==> config.mk <==
export PLATFORM = sky130hd
export DESIGN_NAME = seq_multiplier
export DESIGN_NICKNAME = d
export VERILOG_FILES = /design/src/rtl/seq_multiplier.sv
export SDC_FILE = /design/constraint.sdc
export NUM_CORES = 1
export LEC_CHECK = 0
export ABC_CLOCK_PERIOD_IN_PS = 3700
export CELL_PAD_IN_SITES_DETAIL_PLACEMENT = 0
export CELL_PAD_IN_SITES_GLOBAL_PLACEMENT = 1
export CORE_UTILIZATION = 45
export CTS_BUF_LIST = sky130_fd_sc_hd__clkbuf_8
export DETAILED_ROUTE_END_ITERATION = 8
export GPL_TIMING_DRIVEN = 0
export PLACE_DENSITY = 0.87
export SLEW_MARGIN = 20
export SYNTH_ARGS = -nofsm -noshare
export SYNTH_HDL_FRONTEND = slang
export SYNTH_SLANG_ARGS = --single-unit
export TNS_END_PERCENT = 50
==> constraint.sdc <==
create_clock -name clock -period 3.7 [get_ports clock]
set_input_delay 0.925 -clock clock [delete_from_list [all_inputs] [get_ports clock]]
set_output_delay 0.925 -clock clock [all_outputs]
set_load 0.01 [all_outputs]
==> src/rtl/seq_multiplier.sv <==
// seq_multiplier: parametrised sequential shift-add multiplier.
// Operands are captured on an accepted start. Signed operands are reduced to
// magnitudes, WIDTH shift-add iterations build the unsigned magnitude product,
// and a final FIX cycle restores the sign and publishes the result.
// Latency from the accepting edge to prod/eop is WIDTH+1 clocks.
module seq_multiplier #(
    parameter int WIDTH = 8
) (
    input  logic               clock,
    input  logic               reset_n,
    input  logic               start,
    input  logic               signed_mode,
    input  logic [WIDTH-1:0]   a,
    input  logic [WIDTH-1:0]   b,
    output logic [2*WIDTH-1:0] prod,
    output logic               eop,
    output logic               busy
);

    localparam int PW = 2 * WIDTH;
    localparam int CW = $clog2(WIDTH);

    localparam logic [1:0] IDLE = 2'd0;
    localparam logic [1:0] CALC = 2'd1;
    localparam logic [1:0] FIX  = 2'd2;

    localparam logic [CW-1:0] CNT_LAST = CW'(WIDTH - 1);
    localparam logic [CW-1:0] CNT_ONE  = CW'(1);

    // Magnitude of an operand. The most negative value maps to 2^(WIDTH-1),
    // which still fits in WIDTH unsigned bits, so no extra bit is carried.
    function automatic logic [WIDTH-1:0] magnitude(
        input logic [WIDTH-1:0] x,
        input logic             sgn
    );
        logic [WIDTH-1:0] m;
        if (sgn && x[WIDTH-1]) begin
            m = ~x + {{(WIDTH-1){1'b0}}, 1'b1};
        end else begin
            m = x;
        end
        return m;
    endfunction

    // Re-apply the product sign to the unsigned magnitude product.
    function automatic logic [PW-1:0] apply_sign(
        input logic [PW-1:0] v,
        input logic          neg
    );
        logic [PW-1:0] r;
        if (neg) begin
            r = ~v + {{(PW-1){1'b0}}, 1'b1};
        end else begin
            r = v;
        end
        return r;
    endfunction

    // State and datapath registers
    logic [1:0]       state_r;
    logic             mode_r;
    logic             neg_r;
    logic [WIDTH-1:0] mag_a_r;
    logic [WIDTH-1:0] mag_b_r;
    logic [PW-1:0]    acc_r;
    logic [CW-1:0]    cnt_r;
    logic [PW-1:0]    prod_r;
    logic             eop_r;
    logic             busy_r;

    // Next-state values
    logic [1:0]       state_s;
    logic             mode_s;
    logic             neg_s;
    logic [WIDTH-1:0] mag_a_s;
    logic [WIDTH-1:0] mag_b_s;
    logic [PW-1:0]    acc_s;
    logic [CW-1:0]    cnt_s;
    logic [PW-1:0]    prod_s;
    logic             eop_s;
    logic             busy_s;
    logic [PW-1:0]    addend_s;

    // Partial product for the current iteration: multiplicand shifted by bit index.
    always_comb begin
        addend_s = {{WIDTH{1'b0}}, mag_b_r} << cnt_r;
    end

    // FSM next-state and datapath update; every register holds unless its state updates it.
    always_comb begin
        state_s = state_r;
        mode_s  = mode_r;
        neg_s   = neg_r;
        mag_a_s = mag_a_r;
        mag_b_s = mag_b_r;
        acc_s   = acc_r;
        cnt_s   = cnt_r;
        prod_s  = prod_r;
        eop_s   = 1'b0;
        busy_s  = busy_r;
        case (state_r)
            IDLE: begin
                if (start) begin
                    state_s = CALC;
                    mode_s  = signed_mode;
                    mag_a_s = magnitude(a, signed_mode);
                    mag_b_s = magnitude(b, signed_mode);
                    neg_s   = signed_mode & (a[WIDTH-1] ^ b[WIDTH-1]);
                    acc_s   = {PW{1'b0}};
                    cnt_s   = {CW{1'b0}};
                    busy_s  = 1'b1;
                end else begin
                    busy_s  = 1'b0;
                end
            end
            CALC: begin
                if (mag_a_r[cnt_r]) begin
                    acc_s = acc_r + addend_s;
                end else begin
                    acc_s = acc_r;
                end
                if (cnt_r == CNT_LAST) begin
                    state_s = FIX;
                    cnt_s   = cnt_r;
                end else begin
                    state_s = CALC;
                    cnt_s   = cnt_r + CNT_ONE;
                end
                busy_s = 1'b1;
            end
            FIX: begin
                prod_s  = apply_sign(acc_r, neg_r);
                eop_s   = 1'b1;
                busy_s  = 1'b0;
                state_s = IDLE;
            end
            default: begin
                state_s = IDLE;
                busy_s  = 1'b0;
                eop_s   = 1'b0;
            end
        endcase
    end

    // Register update; reset aborts any operation in flight and clears all state.
    always_ff @(posedge clock or negedge reset_n) begin
        if (!reset_n) begin
            state_r <= IDLE;
            mode_r  <= 1'b0;
            neg_r   <= 1'b0;
            mag_a_r <= {WIDTH{1'b0}};
            mag_b_r <= {WIDTH{1'b0}};
            acc_r   <= {PW{1'b0}};
            cnt_r   <= {CW{1'b0}};
            prod_r  <= {PW{1'b0}};
            eop_r   <= 1'b0;
            busy_r  <= 1'b0;
        end else begin
            state_r <= state_s;
            mode_r  <= mode_s;
            neg_r   <= neg_s;
            mag_a_r <= mag_a_s;
            mag_b_r <= mag_b_s;
            acc_r   <= acc_s;
            cnt_r   <= cnt_s;
            prod_r  <= prod_s;
            eop_r   <= eop_s;
            busy_r  <= busy_s;
        end
    end

    assign prod = prod_r;
    assign eop  = eop_r;
    assign busy = busy_r;

endmodule
==> impl_metrics.ini <==
; yosys + openroad results
[run_status]
status = complete, no violations

[grt]
grt_pass1_vias = 2981

[yosys]
common_cells = nand2_1, dfrtp_1, o21ai_0, nor2_1, ha_1
syn-mean-instance-area_um2 = 8.76
yosys_cells = 423

[sta]
rsz0062_at_grt = false
max_slew_margin_pct = 55.1
setup_viol = 0

[clocking]
hold_buffers = 0
htree_levels = 2
cts.sinks = 56

[routing]
vias_per_cell = 5.44
dr.pass1.iters = 4

[worst_setup_path]
crit_arrival_ps = 3650
slowest_delay_ps = 520
r2r-start = cnt_r[0]$_DFFE_PN0P_

[layout]
layout-drive-gt1-share_pct = 5.58
flop_area_um2 = 1400
n_clock_buffer = 6
clk_share_pct = 2.19

[pwr]
intPower_mw = 1.97

[place]
port_buffers = 36

[floorplanning]
io_pins = 38
==> images/final_placement.png <==
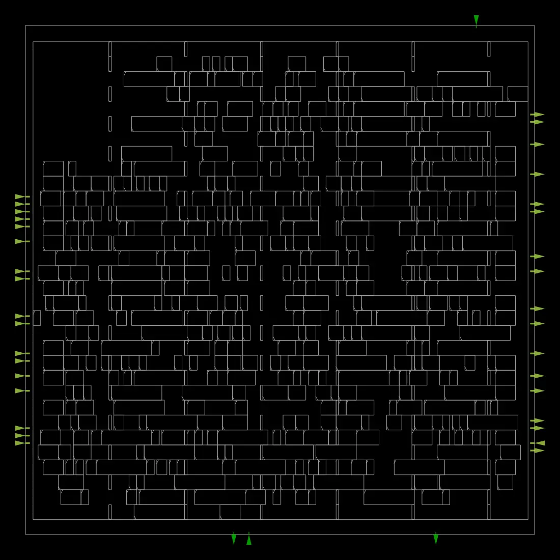
fill count: 757
Flop Count: 56
Seq/total area: 32.7%
Tap Count: 102
area of the core: 7850 um2

==> images/clock_map.png <==
The bar under the picture is 20 um long.
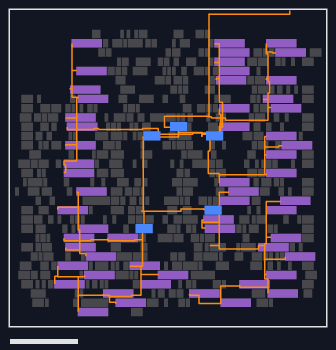
[purple] flip-flops | count: 56
[orange] clock wires | length: 645 um
[blue] cells driving clock nets | count: 5
routed clock nets: 6
Clk. pwr: 0.347 mW
clk_skew: 7.40 ps

==> images/met2.png <==
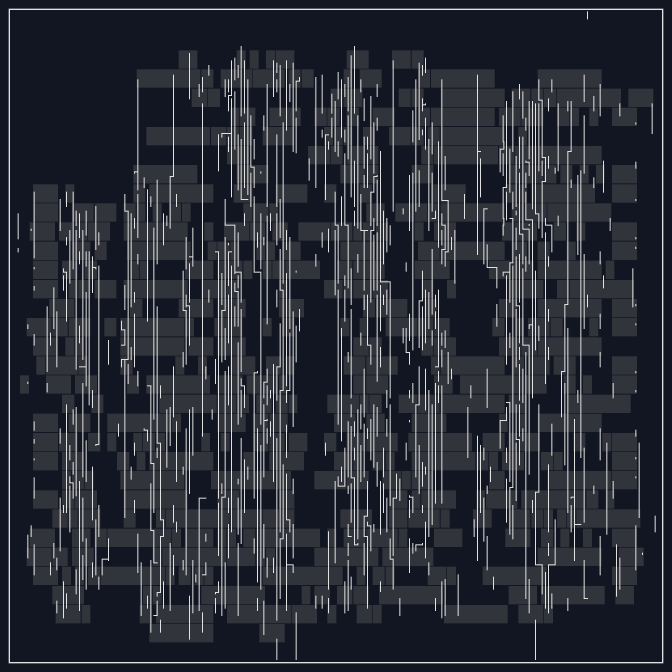
main direction: vertical
nets with wire on the layer: 397
longest straight run: 47.3 um
vias: 3,092
grt met2 use: 36.8%

No activity file was given, so power comes from the tool's default toggle rates.
